==> src/rtl/vec_pkg.sv <==
// Shared types and constants for the vector execute stage.
// Configuration macro VEC_SAT_EN (consumed by vec_lane_alu) selects saturating VADDS.
package vec_pkg;

  localparam int unsigned VEC_W     = 256;
  localparam int unsigned LANE_W    = 8;
  localparam int unsigned NUM_LANES = 32;

  typedef logic [LANE_W-1:0] lane_t;

  typedef enum logic [2:0] {
    VADD  = 3'b000,
    VSUB  = 3'b001,
    VAVG  = 3'b010,
    VMULS = 3'b011,
    VADDS = 3'b100,
    VSHR  = 3'b101,
    PASSA = 3'b110,
    PASSB = 3'b111
  } valu_op_e;

  typedef enum logic [1:0] {
    IDLE,
    BUSY,
    DONE
  } vexec_state_e;

endpackage

==> src/rtl/vec_lane_alu.sv <==
// Combinational 8-bit pixel lane ALU.
// Macro VEC_SAT_EN: when defined, VADDS saturates at 255; otherwise it wraps like VADD.
module vec_lane_alu
  import vec_pkg::*;
(
  input  valu_op_e op_i,
  input  lane_t    a_i,
  input  lane_t    b_i,
  input  lane_t    s_i,
  output lane_t    y_o
);

  logic [LANE_W:0] sum;
  logic [LANE_W:0] avg_sum;

  assign sum     = {1'b0, a_i} + {1'b0, b_i};
  // a+b+1 never exceeds 511, so nine bits hold the rounding sum exactly.
  assign avg_sum = sum + (LANE_W + 1)'(1);

  // Per-lane opcode decode.
  always_comb begin
    y_o = '0;
    unique case (op_i)
      VADD:  y_o = sum[LANE_W-1:0];
      VSUB:  y_o = a_i - b_i;
      VAVG:  y_o = avg_sum[LANE_W:1];
      VMULS: y_o = lane_t'(((2 * LANE_W)'(a_i) * (2 * LANE_W)'(s_i)) >> LANE_W);
`ifdef VEC_SAT_EN
      VADDS: y_o = sum[LANE_W] ? '1 : sum[LANE_W-1:0];
`else
      VADDS: y_o = sum[LANE_W-1:0];
`endif
      VSHR:  y_o = a_i >> s_i[2:0];
      PASSA: y_o = a_i;
      PASSB: y_o = b_i;
      default: y_o = '0;
    endcase
  end

endmodule

==> src/rtl/vec_exec_unit.sv <==
// Multi-cycle vector execute stage: processes 32 byte lanes, LANES_PER_CYCLE per cycle,
// stalling upstream while busy and emitting a one-cycle valid pulse with the result.
// Macro VEC_SAT_EN (see vec_lane_alu) turns opcode 100 into a saturating add.
module vec_exec_unit
  import vec_pkg::*;
#(
  parameter int unsigned LANES_PER_CYCLE = 8
) (
  input  logic             clk,
  input  logic             rst,
  input  logic             start_i,
  input  logic             flush_i,
  input  logic [2:0]       alu_op_i,
  input  logic [VEC_W-1:0] vrs1_i,
  input  logic [VEC_W-1:0] vrs2_i,
  input  logic [31:0]      scalar_i,
  input  logic [4:0]       rd_i,
  output logic             stall_o,
  output logic             out_valid_o,
  output logic [VEC_W-1:0] result_o,
  output logic [4:0]       rd_o,
  output logic             wr_vec_o
);

  localparam int unsigned N      = NUM_LANES / LANES_PER_CYCLE;
  localparam int unsigned CntW   = (N > 1) ? $clog2(N) : 1;
  localparam int unsigned ChunkW = LANES_PER_CYCLE * LANE_W;

  vexec_state_e     state_q, state_d;
  logic [CntW-1:0]  cnt_q, cnt_d;
  logic [VEC_W-1:0] a_q, a_d, b_q, b_d, result_q, result_d;
  lane_t            s_q, s_d;
  valu_op_e         op_q, op_d;
  logic [4:0]       rd_q, rd_d;

  logic [31:0]       chunk_sh;
  logic [ChunkW-1:0] a_chunk, b_chunk, y_chunk;
  logic              accept;
  logic              unused_scalar;

  assign accept        = (state_q == IDLE) & start_i & ~flush_i;
  assign unused_scalar = ^scalar_i[31:LANE_W];
  assign chunk_sh      = 32'(cnt_q) * ChunkW;

  // Chunk mux: route the lanes selected by cnt to the lane ALUs.
  always_comb begin
    a_chunk = ChunkW'(a_q >> chunk_sh);
    b_chunk = ChunkW'(b_q >> chunk_sh);
  end

  for (genvar j = 0; j < LANES_PER_CYCLE; j++) begin : g_lane
    vec_lane_alu u_lane (
      .op_i (op_q),
      .a_i  (a_chunk[j*LANE_W +: LANE_W]),
      .b_i  (b_chunk[j*LANE_W +: LANE_W]),
      .s_i  (s_q),
      .y_o  (y_chunk[j*LANE_W +: LANE_W])
    );
  end

  // FSM next state, operand capture and chunked result write-back.
  always_comb begin
    state_d  = state_q;
    cnt_d    = cnt_q;
    a_d      = a_q;
    b_d      = b_q;
    s_d      = s_q;
    op_d     = op_q;
    rd_d     = rd_q;
    result_d = result_q;
    unique case (state_q)
      IDLE: begin
        if (accept) begin
          a_d     = vrs1_i;
          b_d     = vrs2_i;
          s_d     = scalar_i[LANE_W-1:0];
          op_d    = valu_op_e'(alu_op_i);
          rd_d    = rd_i;
          cnt_d   = '0;
          state_d = BUSY;
        end
      end
      BUSY: begin
        if (flush_i) begin
          // Abort: lanes written so far stay in result_q.
          state_d = IDLE;
        end else begin
          result_d = (result_q & ~(VEC_W'({ChunkW{1'b1}}) << chunk_sh)) |
                     (VEC_W'(y_chunk) << chunk_sh);
          cnt_d    = cnt_q + CntW'(1);
          if (cnt_q == CntW'(N - 1)) state_d = DONE;
        end
      end
      // Upstream still holds the finished instruction, so start_i is ignored here.
      DONE:    state_d = IDLE;
      default: state_d = IDLE;
    endcase
  end

  // State and datapath registers, synchronous reset.
  always_ff @(posedge clk) begin
    if (rst) begin
      state_q  <= IDLE;
      cnt_q    <= '0;
      a_q      <= '0;
      b_q      <= '0;
      s_q      <= '0;
      op_q     <= VADD;
      rd_q     <= '0;
      result_q <= '0;
    end else begin
      state_q  <= state_d;
      cnt_q    <= cnt_d;
      a_q      <= a_d;
      b_q      <= b_d;
      s_q      <= s_d;
      op_q     <= op_d;
      rd_q     <= rd_d;
      result_q <= result_d;
    end
  end

  assign stall_o     = (state_q == BUSY) | accept;
  assign out_valid_o = (state_q == DONE);
  assign wr_vec_o    = (state_q == DONE);
  assign result_o    = result_q;
  assign rd_o        = rd_q;

endmodule

==> config.mk <==
export PLATFORM = sky130hd
export DESIGN_NAME = vec_exec_unit
export DESIGN_NICKNAME = d
export VERILOG_FILES = /design/src/rtl/vec_pkg.sv /design/src/rtl/vec_lane_alu.sv /design/src/rtl/vec_exec_unit.sv
export SDC_FILE = /design/constraint.sdc
export NUM_CORES = 2
export LEC_CHECK = 0
export CAP_MARGIN = 20
export CELL_PAD_IN_SITES_DETAIL_PLACEMENT = 1
export CELL_PAD_IN_SITES_GLOBAL_PLACEMENT = 1
export CORE_MARGIN = 2
export CORE_UTILIZATION = 35
export CTS_CLUSTER_SIZE = 14
export DETAILED_ROUTE_END_ITERATION = 8
export PLACE_DENSITY = 0.78
export SLEW_MARGIN = 20
export SYNTH_ARGS = -nofsm -noshare
export SYNTH_HDL_FRONTEND = slang
export SYNTH_SLANG_ARGS = --single-unit
==> constraint.sdc <==
create_clock -name clk -period 5.4 [get_ports clk]
set_input_delay 0.81 -clock clk [delete_from_list [all_inputs] [get_ports clk]]
set_output_delay 0.81 -clock clk [all_outputs]
set_load 0.005 [all_outputs]
Fig. 1: M1 wires
Supply wires on this layer in grey.
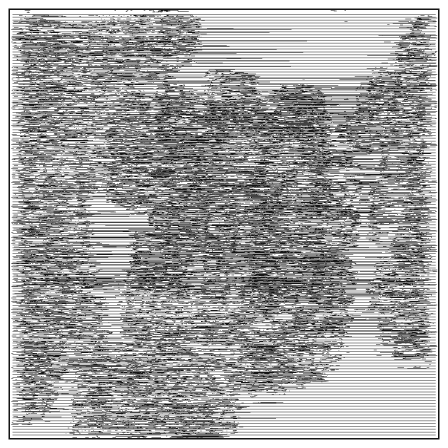
main direction	horizontal
wire length on this layer	109 mm
longest straight run	220 µm
share of all routed wire	40%

==> results_slide.txt <==
Physical Implementation Snapshot

Clock tree
  • Clock root cell: clkbuf_16
  • CTS tree: done
  • Late-Pin Clk Latency: 0.73 ns
  • Total setup buffers inserted after CTS: 91
  • Worst-path clk slew: 0.06 ns

Yosys
  • Mean Syn Cell Area: 8.33 µm²
  • YS chip area: 0.0560 mm²
  • Yosys cell count: 6722
  • Synthesis Warnings: 0
  • Ys async rst share: 0
  • Cell Area, Synth: 0.0560 mm²
  • Simple share: 0.192
  • Register share after synthesis: 0.282
  • Ys flops: 788
  • MUX share of area: 0.0651

STA
  • RSZ-0062 raised after global routing: true
  • Hold_ws: 0.453 ns
  • Setup violators final: 238
  • Setup_tns: -49.30 ns
  • PnR worst setup slack: -0.394 ns
  • Worst slew margin: 0.132
  • Crit path time final: 5.79 ns
  • Final hold violation count: 0
  • Skew final: 0.0479 ns
  • Max Clk Rate: 173 MHz

Placement
  • GPL Wtd Cong: 0.987
  • Port buffer count: 795
  • Dpl hpwl: 207000 µm

Worst setup path
  • Required time worst endpoint: 5.98 ns
  • Setup CP Type: reg -> reg
  • R2r startpoint: cnt_q[0]
  • CP arrival: 6.38 ns
  • CP Max Fanout: 5

Cells and area
  • Cell area after layout: 0.0754 mm²
  • Synthesis-to-finish area growth: 34.6%
  • Layout cell share with drive strength beyond 1: 0.169
  • Clkbuf count: 123
  • Inverter count: 472
  • Comb/total area: 0.517
  • Non-clock buffer share: 0.176
  • Logic area: 0.0390 mm²
  • Finished Layout Cells: 9843
  • N_diodes: 13
  • Top cells excl fill/tap: nand2_1 (1416), clkdlybuf4s50_1 (794), dfxtp_1 (782), a21oi_1 (699), inv_1 (440)

Drt
  • WL/cell: 27.5 µm
  • Drc violations: 0
  • DR iter-0 viols: 4842
  • Via density: 5.68

Outcome
  • Status: complete, but fails checks
  • Failing checks: setup timing

Floorplanning
  • Die height: 404 µm
  • Chip Width: 404 µm
  • Number of core rows: 146
  • Number of I/O pins: 820
  • Tap cells: 2072

Run
  • Tool warnings: 127
  • Max-cap viol count: 0

Global routing
  • Number of global-route vias before repair: 58400
  • Initial antenna violation count: 40
  • GR Overflow Total: 0

Hold path
  • Worst Hold Class: reg -> reg
  • WHS Endpoint: b_q[153]
Fig. 2: M2 wires
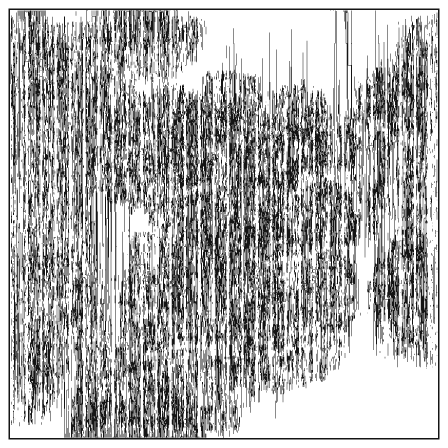
nets with wire on the layer	7924
longest straight run	166 µm
share of all routed wire	45%
main direction	vertical
wire length on this layer	123 mm
DR vias: 55900
WL final: 271000 µm

per-layer routing:
| layer | track usage | up-vias | wire length, µm | part of all wire |
|---|---|---|---|---|
| met4 | 0.127 | 52 | 12100 | 0.045 |
| li1 | - | 24800 | - | - |
| met1 | 0.406 | 28100 | 109000 | 0.40 |
| met3 | 0.0896 | 554 | 26200 | 0.097 |
| met2 | 0.514 | 2438 | 123000 | 0.45 |
| met5 | 0 | - | 371 | 0.0014 |
through the flow:
stage                     total power, mW  utilization
after floorplan                      7.80            -
after global routing                 16.4        0.475
after CTS                            15.8        0.467
after global placement               9.37        0.433
final                                15.9        0.475
after detailed placement             9.45        0.433
where the power goes:
| group | switching (mW) | internal, mW | total [mW] |
|---|---|---|---|
| Combinational | 2.07 | 1.42 | 3.50 |
| Clock | 2.70 | 3.55 | 6.25 |
| Sequential | 0.123 | 6.01 | 6.13 |
critical path, stage by stage (launching register included):
cell and delay, ns:
dfxtp_4 0.39, buf_12 0.15, buf_12 0.14, buf_6 0.10
buf_6 0.08, mux4_2 0.59, and2_4 0.20, fa_2 0.39
fa_1 0.52, inv_2 0.05, fa_1 0.47, fa_1 0.53
inv_2 0.05, ha_4 0.26, and3_4 0.16, and4_4 0.22
o31ai_4 0.07, o21ai_4 0.31, nand2_2 0.12, o2111a_1 0.26
o32a_4 0.35, a22o_1 0.22
Yosys cell counts (119+ instances only):
master / instances
fa_1: 296
nand2_1: 1447
a22o_1: 119
nor2_1: 159
o21ai_0: 195
and2_1: 392
inv_1: 471
ha_1: 396
a21oi_1: 741
dfxtp_1: 788
mux4_2: 133
clkbuf_1: 433
flip-flops by register name, summed over array words and instances, names as in the netlist:
name,flops
cnt_q,2
b_q,256
a_q,256
state_q,2
rd_o,5
op_q,3
s_q,8
result_o,256
No activity file was given, so power comes from the tool's default toggle rates.
